==> run_1/met1.png <==
The bar under the picture is 20 um long. Supply wires on this layer in grey.
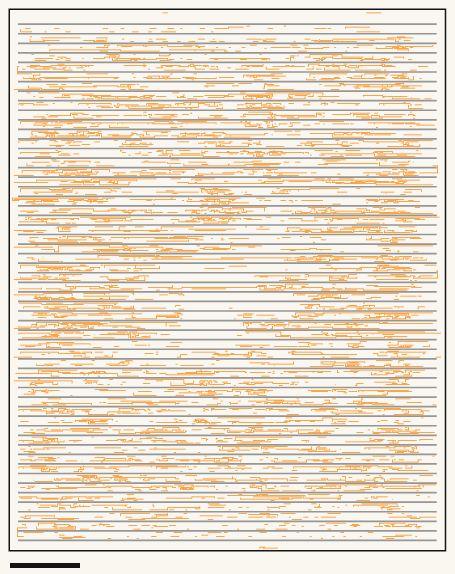
==> run_1/met2.png <==
The bar under the picture is 20 um long.
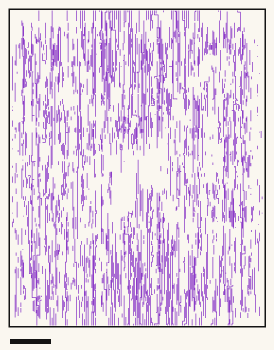
==> run_1/met3.png <==
Cells faint in the background.
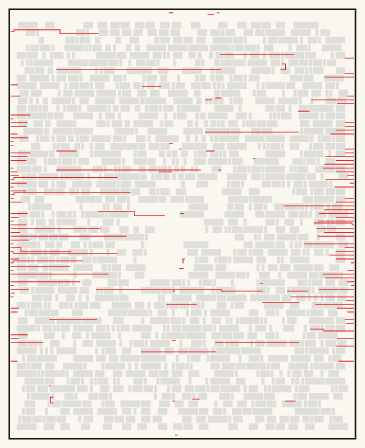
<file path="config.mk">
export PLATFORM = sky130hd
export DESIGN_NAME = etapa_if_id_skid
export DESIGN_NICKNAME = d
export VERILOG_FILES = /design/src/rtl/mips_pipe_pkg.sv /design/src/rtl/pipe_entry_reg.sv /design/src/rtl/etapa_if_id_skid.sv
export SDC_FILE = /design/constraint.sdc
export NUM_CORES = 1
export LEC_CHECK = 0
export CORE_ASPECT_RATIO = 1.25
export CORE_MARGIN = 2
export CORE_UTILIZATION = 55
export DETAILED_ROUTE_END_ITERATION = 16
export MAX_ROUTING_LAYER = met4
export PLACE_DENSITY_LB_ADDON = 0.08
export SLEW_MARGIN = 30
export SYNTH_ARGS = -nofsm -noshare
export SYNTH_HDL_FRONTEND = slang
export SYNTH_HIERARCHICAL = 1
export SYNTH_SLANG_ARGS = --single-unit
</file>
<file path="constraint.sdc">
create_clock -name i_clk -period 7.05 [get_ports i_clk]
set_input_delay 1.41 -clock i_clk [delete_from_list [all_inputs] [get_ports i_clk]]
set_output_delay 1.41 -clock i_clk [all_outputs]
set_load 0.02 [all_outputs]
</file>
<file path="src/rtl/mips_pipe_pkg.sv">
// Shared definitions for the MIPS pipeline registers: payload layout,
// default NOP word and the IF/ID skid buffer occupancy states.
package mips_pipe_pkg;

    localparam int unsigned PIPE_XLEN = 32;
    localparam logic [PIPE_XLEN-1:0] NOP_INSTR_DEFAULT = 32'h0000_0000;

    typedef struct packed {
        logic [PIPE_XLEN-1:0] pc4;
        logic [PIPE_XLEN-1:0] pc8;
        logic [PIPE_XLEN-1:0] instruction;
    } if_id_payload_t;

    // Encoding doubles as the held-entry count.
    typedef enum logic [1:0] {
        EMPTY = 2'd0,
        ONE   = 2'd1,
        FULL  = 2'd2
    } occ_state_e;

endpackage

</file>
<file path="src/rtl/pipe_entry_reg.sv">
// Payload + valid register. Clear drops only the valid bit so the
// payload stays observable; reset zeroes everything.
module pipe_entry_reg #(
    parameter int unsigned W = 96
) (
    input  logic         i_clk,
    input  logic         i_reset_n,
    input  logic         i_load,
    input  logic         i_clear,
    input  logic         i_valid,
    input  logic [W-1:0] i_data,
    output logic         o_valid,
    output logic [W-1:0] o_data
);

    logic         valid_q;
    logic [W-1:0] data_q;

    always_ff @(posedge i_clk) begin
        if (!i_reset_n) begin
            valid_q <= 1'b0;
            data_q  <= '0;
        end else if (i_clear) begin
            valid_q <= 1'b0;
        end else if (i_load) begin
            valid_q <= i_valid;
            data_q  <= i_data;
        end
    end

    assign o_valid = valid_q;
    assign o_data  = data_q;

endmodule

</file>
<file path="src/rtl/etapa_if_id_skid.sv">
// IF/ID pipeline register with valid/ready handshakes, a two-entry skid
// buffer, flush, freeze and a saturating flush counter.
module etapa_if_id_skid
    import mips_pipe_pkg::*;
#(
    parameter int unsigned       NBITS     = 32,
    parameter logic [NBITS-1:0]  NOP_INSTR = NOP_INSTR_DEFAULT,
    parameter int unsigned       CNT_W     = 8
) (
    input  logic             i_clk,
    input  logic             i_reset_n,
    input  logic             i_enable,
    input  logic             i_flush,
    input  logic             i_if_valid,
    output logic             o_if_ready,
    input  logic [NBITS-1:0] i_pc4,
    input  logic [NBITS-1:0] i_pc8,
    input  logic [NBITS-1:0] i_instruction,
    output logic             o_id_valid,
    input  logic             i_id_ready,
    output logic [NBITS-1:0] o_pc4,
    output logic [NBITS-1:0] o_pc8,
    output logic [NBITS-1:0] o_instruction,
    output logic [1:0]       o_occupancy,
    output logic [CNT_W-1:0] o_flush_count
);

    localparam int unsigned W = 3 * NBITS;

    occ_state_e       state_q, state_d;
    logic [CNT_W-1:0] cnt_q, cnt_d;
    logic [CNT_W+1:0] cnt_sum;
    logic [1:0]       discard;

    logic         main_valid, skid_valid;
    logic [W-1:0] main_data, skid_data, in_data, main_in;
    logic         main_load, main_clear, main_from_skid;
    logic         skid_load, skid_clear;
    logic         in_xfer, out_xfer;

    assign in_data    = {i_pc4, i_pc8, i_instruction};
    assign main_in    = main_from_skid ? skid_data : in_data;

    // Ready looks only at skid state, never at i_id_ready.
    assign o_if_ready = i_reset_n & i_enable & ~skid_valid;
    assign o_id_valid = main_valid & i_enable;
    assign in_xfer    = i_if_valid & o_if_ready;
    assign out_xfer   = o_id_valid & i_id_ready;

    always_comb begin
        state_d        = state_q;
        cnt_d          = cnt_q;
        main_load      = 1'b0;
        main_clear     = 1'b0;
        main_from_skid = 1'b0;
        skid_load      = 1'b0;
        skid_clear     = 1'b0;
        discard        = 2'(state_q) - {1'b0, out_xfer};
        cnt_sum        = {2'b00, cnt_q} + {{CNT_W{1'b0}}, discard};
        if (i_enable) begin
            if (i_flush) begin
                state_d    = EMPTY;
                main_clear = 1'b1;
                skid_clear = 1'b1;
                cnt_d      = (cnt_sum > {2'b00, {CNT_W{1'b1}}}) ? '1 : cnt_sum[CNT_W-1:0];
            end else begin
                unique case (state_q)
                    EMPTY: if (in_xfer) begin
                        main_load = 1'b1;
                        state_d   = ONE;
                    end
                    ONE: begin
                        if (in_xfer && out_xfer) begin
                            main_load = 1'b1;
                        end else if (in_xfer) begin
                            skid_load = 1'b1;
                            state_d   = FULL;
                        end else if (out_xfer) begin
                            main_clear = 1'b1;
                            state_d    = EMPTY;
                        end
                    end
                    FULL: if (out_xfer) begin
                        main_load      = 1'b1;
                        main_from_skid = 1'b1;
                        skid_clear     = 1'b1;
                        state_d        = ONE;
                    end
                    default: state_d = EMPTY;
                endcase
            end
        end
    end

    always_ff @(posedge i_clk) begin
        if (!i_reset_n) begin
            state_q <= EMPTY;
            cnt_q   <= '0;
        end else begin
            state_q <= state_d;
            cnt_q   <= cnt_d;
        end
    end

    pipe_entry_reg #(.W(W)) u_main (
        .i_clk     (i_clk),
        .i_reset_n (i_reset_n),
        .i_load    (main_load),
        .i_clear   (main_clear),
        .i_valid   (1'b1),
        .i_data    (main_in),
        .o_valid   (main_valid),
        .o_data    (main_data)
    );

    pipe_entry_reg #(.W(W)) u_skid (
        .i_clk     (i_clk),
        .i_reset_n (i_reset_n),
        .i_load    (skid_load),
        .i_clear   (skid_clear),
        .i_valid   (1'b1),
        .i_data    (in_data),
        .o_valid   (skid_valid),
        .o_data    (skid_data)
    );

    assign o_pc4         = main_data[W-1 -: NBITS];
    assign o_pc8         = main_data[2*NBITS-1 -: NBITS];
    assign o_instruction = o_id_valid ? main_data[NBITS-1:0] : NOP_INSTR;
    assign o_occupancy   = state_q;
    assign o_flush_count = cnt_q;

endmodule

</file>
==> reports/qor.txt, run 1 <==
Total clock sinks -> 204
Synth-to-Final Area Change -> 25.6%
Clock root buffer master -> clkbuf_16
CTS tree -> done
Unique cell types -> 41
Max-capacitance violation count -> 0
Layout cells sized above 1 -> 9.19%
H-tree depth -> 1
Hold Crit Depth -> 2
Clock share of power -> 42.0%
Reg2Reg Depth -> 7
Most frequent logic cell in the layout -> nand2_1
Post-CTS resize count -> 0
Antenna Nets Post-Route -> 0
Total Routing Usage GR -> 22.8%
Core area -> 17,500 um2
Cell Rows -> 54
DIE WIDTH -> 124 um
Worst Max-Slew Pin Slew -> 989 ps
Vias in the first global route -> 7,159
CTS Hold Bufs -> 0
Internal reg-to-reg setup slack -> 3740 ps
Seq pwr share -> 48.7%
Number of enable flip-flop cells -> 0
Antenna cells -> 0
Seq/Total Area, Yosys -> 41.4%
TritonRoute pass-1 iters -> 7
Post-CTS Setup Bufs -> 0
Netlist Area Pre-Place -> 9850 um2
Final worst-path cycle share -> 69.5%
CP Data Arrival Time -> 3490 ps
Type of the most critical hold path -> flop to flop
Initial antenna violation count -> 0
GRT overflow -> 0
Pre-CTS worst setup slack -> 1870 ps
CP startpoint kind -> primary input
Filler cells -> 1,368
Area after DPL -> 11,700 um2
Logic area -> 5150 um2
Top post-synthesis cells by area -> dfxtp_1 41%, mux2i_1 20%, nand2_1 15%
Synth flops -> 204
FP Core Util -> 56.3%
WHS -> 454 ps
Logic pwr share -> 9.2%
Final Util -> 70.7%
First DRT Iteration DRCs -> 303
Hold Violations, Final -> 0
Element type at the critical path end -> output port
Tool Warnings -> 29
Run status -> complete, no violations
-- met1.png (at the start) --
The layer carries 9,600 um of wire. The longest straight run is 35.4 um.

-- met2.png (at the start) --
The wires run mostly vertical. 1,123 nets have wire on it. The layer holds 48% of the routed length. The layer carries 10,600 um of wire.

-- met3.png (at the start) --
The wires run mostly horizontal. 124 nets have wire on it.

## run 1: power by group through the flow
stage / Clock [mW] / Sequential, mW / Combinational [mW]
floorplan: 0 / 1.21 / 0.117
global placement: 0 / 1.20 / 0.214
detailed placement: 0 / 1.20 / 0.218
CTS: 1.04 / 1.17 / 0.220
global route: 1.08 / 1.18 / 0.243
finish: 1.01 / 1.17 / 0.222
## run 1: flip-flops by register name (all words and copies together) (netlist names)
name            count
u_skid/o_data      96
o_occupancy         2
u_main/o_data      96
o_flush_count       8
u_main/o_valid      1
u_skid/o_valid      1
## run 1: cells in the mapped netlist (2+ instances only)
cell	count
nor2_1	7
mux2i_1	194
nor3b_1	3
nand3_1	3
a21oi_1	4
buf_2	34
mux2_1	29
dfxtp_1	204
and3_1	35
o221a_2	2
clkbuf_1	22
inv_1	8
and2_1	2
nand2_1	391
buf_8	2
nor3_1	4
mux2_2	67
buf_6	5
a31oi_1	4
o21ai_0	7
buf_12	8
nor2b_4	2
buf_4	13
xnor2_1	2
ha_1	3
## run 1: cell families after synthesis
logic type	after synthesis	share of synthesized area, %
AOI/OAI and AO/OA	21	1.38
and+or+nand+nor	456	19.2
buffers and inverters	92	6.36
muxes	290	30.7
DFF	204	41.4
adders and majority gates	4	0.584
xor gates and xnor gates	3	0.267
other	1	0.0381
## run 1: layout make-up
class | instances | share of cell area (%)
repair buffers | 220 | 18.0
well taps | 224 | 2.26
clock buffers | 30 | 4.76
multi-input cells | 776 | 41.6
flip-flops and latches | 204 | 33.0
clock inverters | 3 | 0.121
inverters | 8 | 0.243
## run 1: critical path: stages
cell and delay (ps):
clkdlybuf4s50_1 870, buf_4 340, and3_1 210, clkdlybuf4s50_1 640
## run 1: routing by layer
layer  vias up  share of wire, %  track usage, %  wire [um]
met3        29               6.1            4.67       1330
li1       3862                 -               -          -
met5         -                 0               -          0
met4         0               1.8            6.11        405
met2       166                48            38.5      10600
met1      3512                44            27.4       9600
## run 1: worst max-delay path by stage
| stage | start | endpoint | slack (ps) | cells past startpoint |
|---|---|---|---|---|
| 2_1_floorplan | i_enable | o_if_ready | 3440 | 4 |
| 3_3_place_gp | i_enable | u_main/o_data[84]$_SDFFE_PN0P_ | 1950 | 9 |
| 3_5_place_dp | i_enable | u_main/o_data[50]$_SDFFE_PN0P_ | 1870 | 9 |
| 4_1_cts | i_enable | o_instruction[26] | 2150 | 4 |
| 5_1_grt | i_enable | o_if_ready | 2020 | 5 |
| 6_report | i_enable | o_instruction[26] | 2150 | 4 |
==> run_1/met4.png <==
The bar under the picture is 20 um long. Supply wires on this layer in grey.
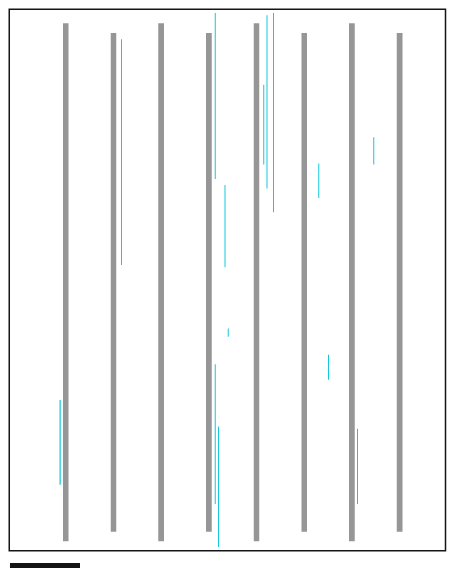

--- run 2 (diff from run 1) ---
--- a/config.mk
+++ b/config.mk
@@ -7,7 +7,7 @@
 export LEC_CHECK = 0
 export CORE_ASPECT_RATIO = 1.25
 export CORE_MARGIN = 2
-export CORE_UTILIZATION = 55
+export CORE_UTILIZATION = 46
 export DETAILED_ROUTE_END_ITERATION = 16
 export MAX_ROUTING_LAYER = met4
 export PLACE_DENSITY_LB_ADDON = 0.08
==> constraint.sdc (replaced) <==
create_clock -name i_clk -period 4.39 [get_ports i_clk]
set_input_delay 0.878 -clock i_clk [delete_from_list [all_inputs] [get_ports i_clk]]
set_output_delay 0.878 -clock i_clk [all_outputs]
set_load 0.02 [all_outputs]
==> run_2/met4.png <==
The bar under the picture is 50 um long. Supply wires on this layer in grey.
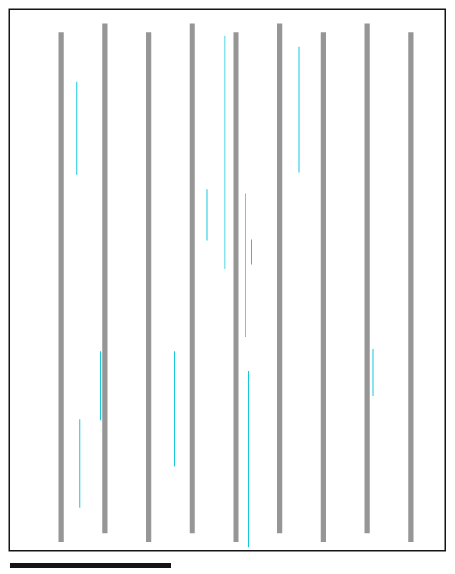
The longest straight run is 72.1 um. 6 nets have wire on it.

==> run_2/met2.png <==
The bar under the picture is 50 um long.
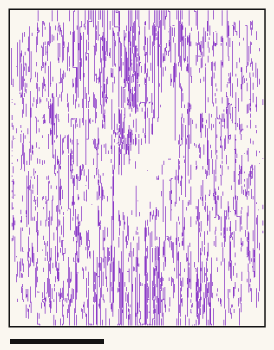
1,100 nets have wire on it. The wires run mostly vertical. The longest straight run is 59.2 um. The layer carries 10,400 um of wire. The layer holds 47% of the routed length.

==> run 2 against run 1 <==
Against the previous run:
- global-route usage decreased by 3.2 points
- first-iteration DRC count decreased by 7.3%
- sequential cell count unchanged
- synthesized area unchanged
- synthesized cell count unchanged
- utilization decreased by 10 points
- clock power increased by 98%
- via count decreased by 1.2%
- critical path depth unchanged
- cell count increased by 3.9%
- sequential power increased by 61%
- largest cell class unchanged
==> reports/qor.txt, run 2 <==
CTS Hold Bufs -> 0
Layout cells sized above 1 -> 9.94%
CP startpoint kind -> primary input
H-tree depth -> 1
Run status -> complete, no violations
Max incr delay on CP -> 620 ps
Cell Rows -> 59
Worst Max-Slew Pin Slew -> 907 ps
Vias in the first global route -> 7,201
Antenna Nets Post-Route -> 0
Worst path most repeated cell -> clkdlybuf4s50_1
Pre-CTS worst setup slack -> 846 ps
CTS tree -> done
Area after DPL -> 11,900 um2
Post-CTS Setup Bufs -> 0
Reg2Reg Depth -> 13
Total Routing Usage GR -> 19.6%
Buffers & Inverters on Critical Path -> 3
Logic area -> 5150 um2
Critical Path, Cell by Cell -> clkdlybuf4s50_1 > buf_4 > and3_1 > clkdlybuf4s50_1
Total clock sinks -> 204
Crit-path leading delay family -> buffers and inverters
Post-CTS resize count -> 0
GRT overflow -> 0
First DRT Iteration DRCs -> 281
Type of the most critical hold path -> flop to flop
Final Util -> 60.5%
Number of enable flip-flop cells -> 0
[run 2: cell types whose count changed in the layout (fill, tap and decap cells not counted), moves of 2 or more]
cell       delta
buf_16        -2
bufinv_16     +4
buf_12        +5
buf_4         -4
clkbuf_1      -5
clkbuf_16     +2
clkinv_2      +5
[run 2: area by class of cell]
cell class / instances / area share, %
clock buffers: 27 / 4.91
clock inverters: 13 / 1.33
well taps: 274 / 2.71
diodes: 1 / 0.0198
multi-input cells: 776 / 40.7
flip-flops and latches: 204 / 32.3
inverters: 8 / 0.238
repair buffers: 219 / 17.8
[run 2: worst paths after layout]
check	from	to	slack, ps
worst max-delay path	i_enable	o_instruction[20]	1000
worst min-delay path	u_main/o_data[89]$_SDFFE_PN0P_	u_main/o_data[89]$_SDFFE_PN0P_	450
worst max register to register	u_main/o_valid$_SDFFE_PP0P_	o_flush_count[4]$_SDFFE_PN0P_	1530
worst min register to register	u_main/o_data[89]$_SDFFE_PN0P_	u_main/o_data[89]$_SDFFE_PN0P_	450
[run 2: stage by stage]
step	cells	hold WS [ps]
after floorplan	1072	430
after global placement	1481	439
after detailed placement	1481	442
after CTS	1521	456
after global routing	1522	463
final	1522	452
[run 2: worst register-to-register path: cells and delay by family, from the launching register on]
family          cells  cell delay [ps]
compound gates      2              230
fa+ha+maj           3              750
buf+inv             4              500
flops               1              310
simple gates        4             1000
[run 2: power breakdown]
group	total (mW)	leakage (nW)	switching (mW)	internal [mW]
Combinational	0.349	2.54	0.168	0.182
Clock	2.00	0.394	0.762	1.24
Sequential	1.88	1.65	0.0128	1.87
[run 2: logic make-up after synthesis]
group | count (synthesis) | share of synthesized area, %
buf+inv | 92 | 6.36
other cells | 1 | 0.0381
fa+ha+maj | 4 | 0.584
xor+xnor | 3 | 0.267
mux | 290 | 30.7
compound gates | 21 | 1.38
simple gates | 456 | 19.2
flops | 204 | 41.4
[run 2: routing by layer]
metal / share of wire, % / global-route usage, % / vias up / routed length (um)
li1: - / - / 3875 / -
met1: 46 / 24.1 / 3426 / 10100
met2: 47 / 32.7 / 153 / 10400
met3: 5.8 / 3.91 / 26 / 1300
met4: 1.6 / 4.94 / 0 / 359
met5: 0 / - / - / 0
==> run_2/met3.png <==
Cells faint in the background.
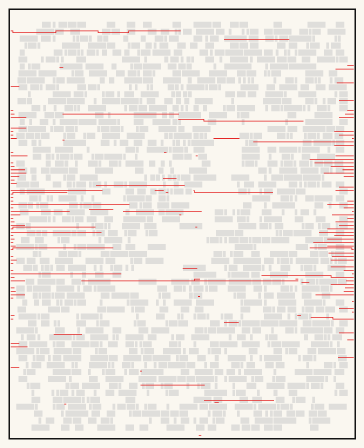

--- run 3 (diff from run 2) ---
--- a/config.mk
+++ b/config.mk
@@ -7,7 +7,7 @@
 export LEC_CHECK = 0
 export CORE_ASPECT_RATIO = 1.25
 export CORE_MARGIN = 2
-export CORE_UTILIZATION = 46
+export CORE_UTILIZATION = 51
 export DETAILED_ROUTE_END_ITERATION = 16
 export MAX_ROUTING_LAYER = met4
 export PLACE_DENSITY_LB_ADDON = 0.08
==> constraint.sdc (replaced) <==
create_clock -name i_clk -period 3.2 [get_ports i_clk]
set_input_delay 0.64 -clock i_clk [delete_from_list [all_inputs] [get_ports i_clk]]
set_output_delay 0.64 -clock i_clk [all_outputs]
set_load 0.02 [all_outputs]
==> run_3/met3.png <==
Cells faint in the background.
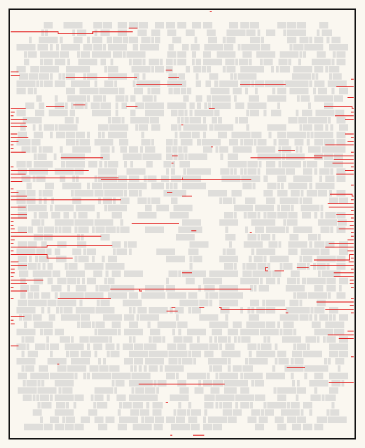
The longest straight run is 55.6 um. 124 nets have wire on it. The layer holds 4.7% of the routed length.

==> run_3/met1.png <==
The bar under the picture is 50 um long. Supply wires on this layer in grey.
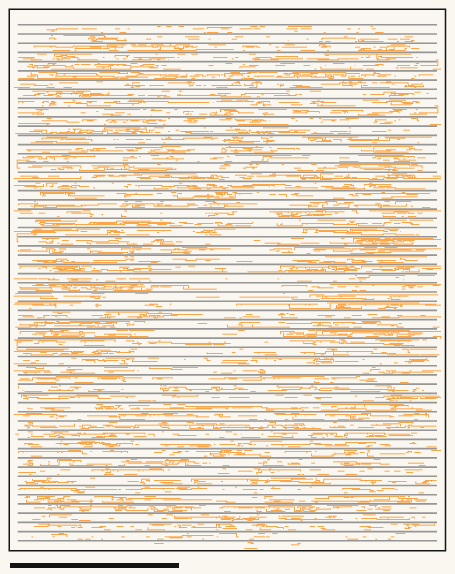
The layer carries 9,990 um of wire. The layer holds 46% of the routed length. The wires run mostly horizontal.

==> run 3 against run 2 <==
Against the previous run:
- clock skew is 1.1 ps higher
- synthesized cell count stayed put
- wire length is 1.6% lower
- largest power group is now registers
- worst hold slack better by 1.5 ps
- critical path depth stayed put
- worst setup slack worse by 770 ps
- sequential cell count stayed put
- cell area is 0.33% higher
- non-clock buffer count is 11 higher
==> reports/qor.txt, run 3 <==
Run status -> complete, no violations
Clock root buffer master -> clkbuf_16
Hold Crit Depth -> 2
GRT overflow -> 0
FF-to-FF Start -> u_main/o_valid$_SDFFE_PP0P_
Area after DPL -> 11,900 um2
CTS tree -> done
Pint -> 4.37 mW
Post-CTS Setup Bufs -> 0
Most common cell in the netlist -> nand2_1
Worst path most repeated cell -> clkdlybuf4s50_1
Initial antenna violation count -> 0
Cell Rows -> 56
Max-capacitance violation count -> 0
Met1 Resource Use GR -> 26.2%
Tool Warnings -> 30
Crit path from -> i_enable
TritonRoute pass-1 iters -> 4
Reg2Reg Depth -> 12
CP Data Arrival Time -> 2330 ps
Internal reg-to-reg setup slack -> 860 ps
Total clock sinks -> 204
Vias in the first global route -> 7,312
H-tree depth -> 1
run 3: cell counts after synthesis:
Identical to the previous run, type by type.
run 3: worst max-delay path: cells and delay by family:
family                 cells  cell delay [ps]
buffers and inverters      3             1420
AND/OR/NAND/NOR            1              260
run 3: final cells by class:
type                    count  area [um2]  area share (%)
flip-flops and latches    204        4080            32.2
clock buffers              32         639            5.04
repair buffers            230        2400            18.9
clock inverters             8        96.3           0.760
multi-input cells         776        5150            40.6
well taps                 232         290            2.29
inverters                   8        30.0           0.237
run 3: cell families after synthesis:
logic type / synth area share (%)
simple gates: 19.2
mux: 30.7
flops: 41.4
buf+inv: 6.36
compound gates: 1.38
fa+ha+maj: 0.584
xor+xnor: 0.267
other cells: 0.0381
run 3: routing by layer:
metal | vias to the layer above | part of all wire [%] | wire length [um]
met1 | 3479 | 46 | 9990
met3 | 32 | 4.7 | 1040
li1 | 3889 | - | -
met2 | 169 | 47 | 10300
met5 | - | 0 | 0
met4 | 0 | 2.2 | 478
run 3: through the flow:
step                hold WS [ps]  cells
detailed placement           444   1450
global placement             438   1450
global route                 452   1490
CTS                          438   1490
finish                       454   1490
floorplan                    430   1072
run 3: how the worst min path moves through the flow:
stage                                        start                        endpoint  slack, ps
finish              u_skid/o_data[83]$_SDFFE_PN0P_  u_skid/o_data[83]$_SDFFE_PN0P_        450
global route                             i_reset_n  u_skid/o_data[22]$_SDFFE_PN0P_        450
CTS                                      i_reset_n  u_main/o_data[17]$_SDFFE_PN0P_        440
detailed placement   u_main/o_data[2]$_SDFFE_PN0P_   u_main/o_data[2]$_SDFFE_PN0P_        440
global placement    u_skid/o_data[39]$_SDFFE_PN0P_  u_skid/o_data[39]$_SDFFE_PN0P_        440
floorplan            u_main/o_data[0]$_SDFFE_PN0P_   u_main/o_data[0]$_SDFFE_PN0P_        430
run 3: power groups by stage:
stage / registers [mW] / clock network [mW] / logic, mW
finish: 2.59 / 2.57 / 0.489
CTS: 2.59 / 2.63 / 0.493
floorplan: 2.66 / 0 / 0.259
global placement: 2.64 / 0 / 0.484
detailed placement: 2.64 / 0 / 0.490
global route: 2.59 / 2.75 / 0.537

==> screenshots <==
Routing congestion map.
(a)
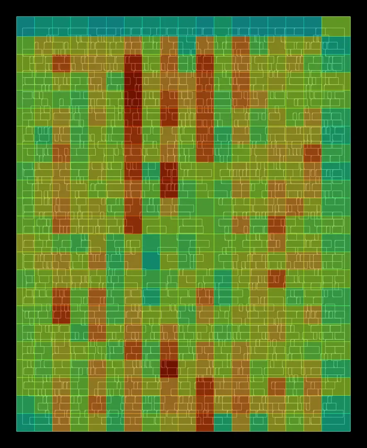
(b)
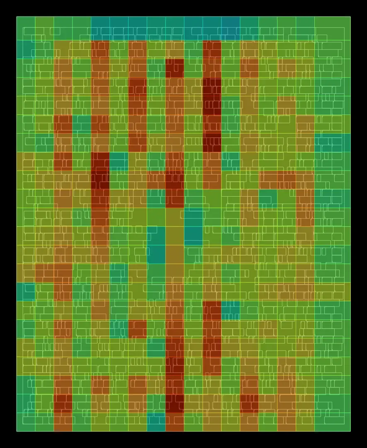
- (b) = run 1
- (a) = run 3

Power figures rest on the tool's default switching activity, not on a simulated workload.
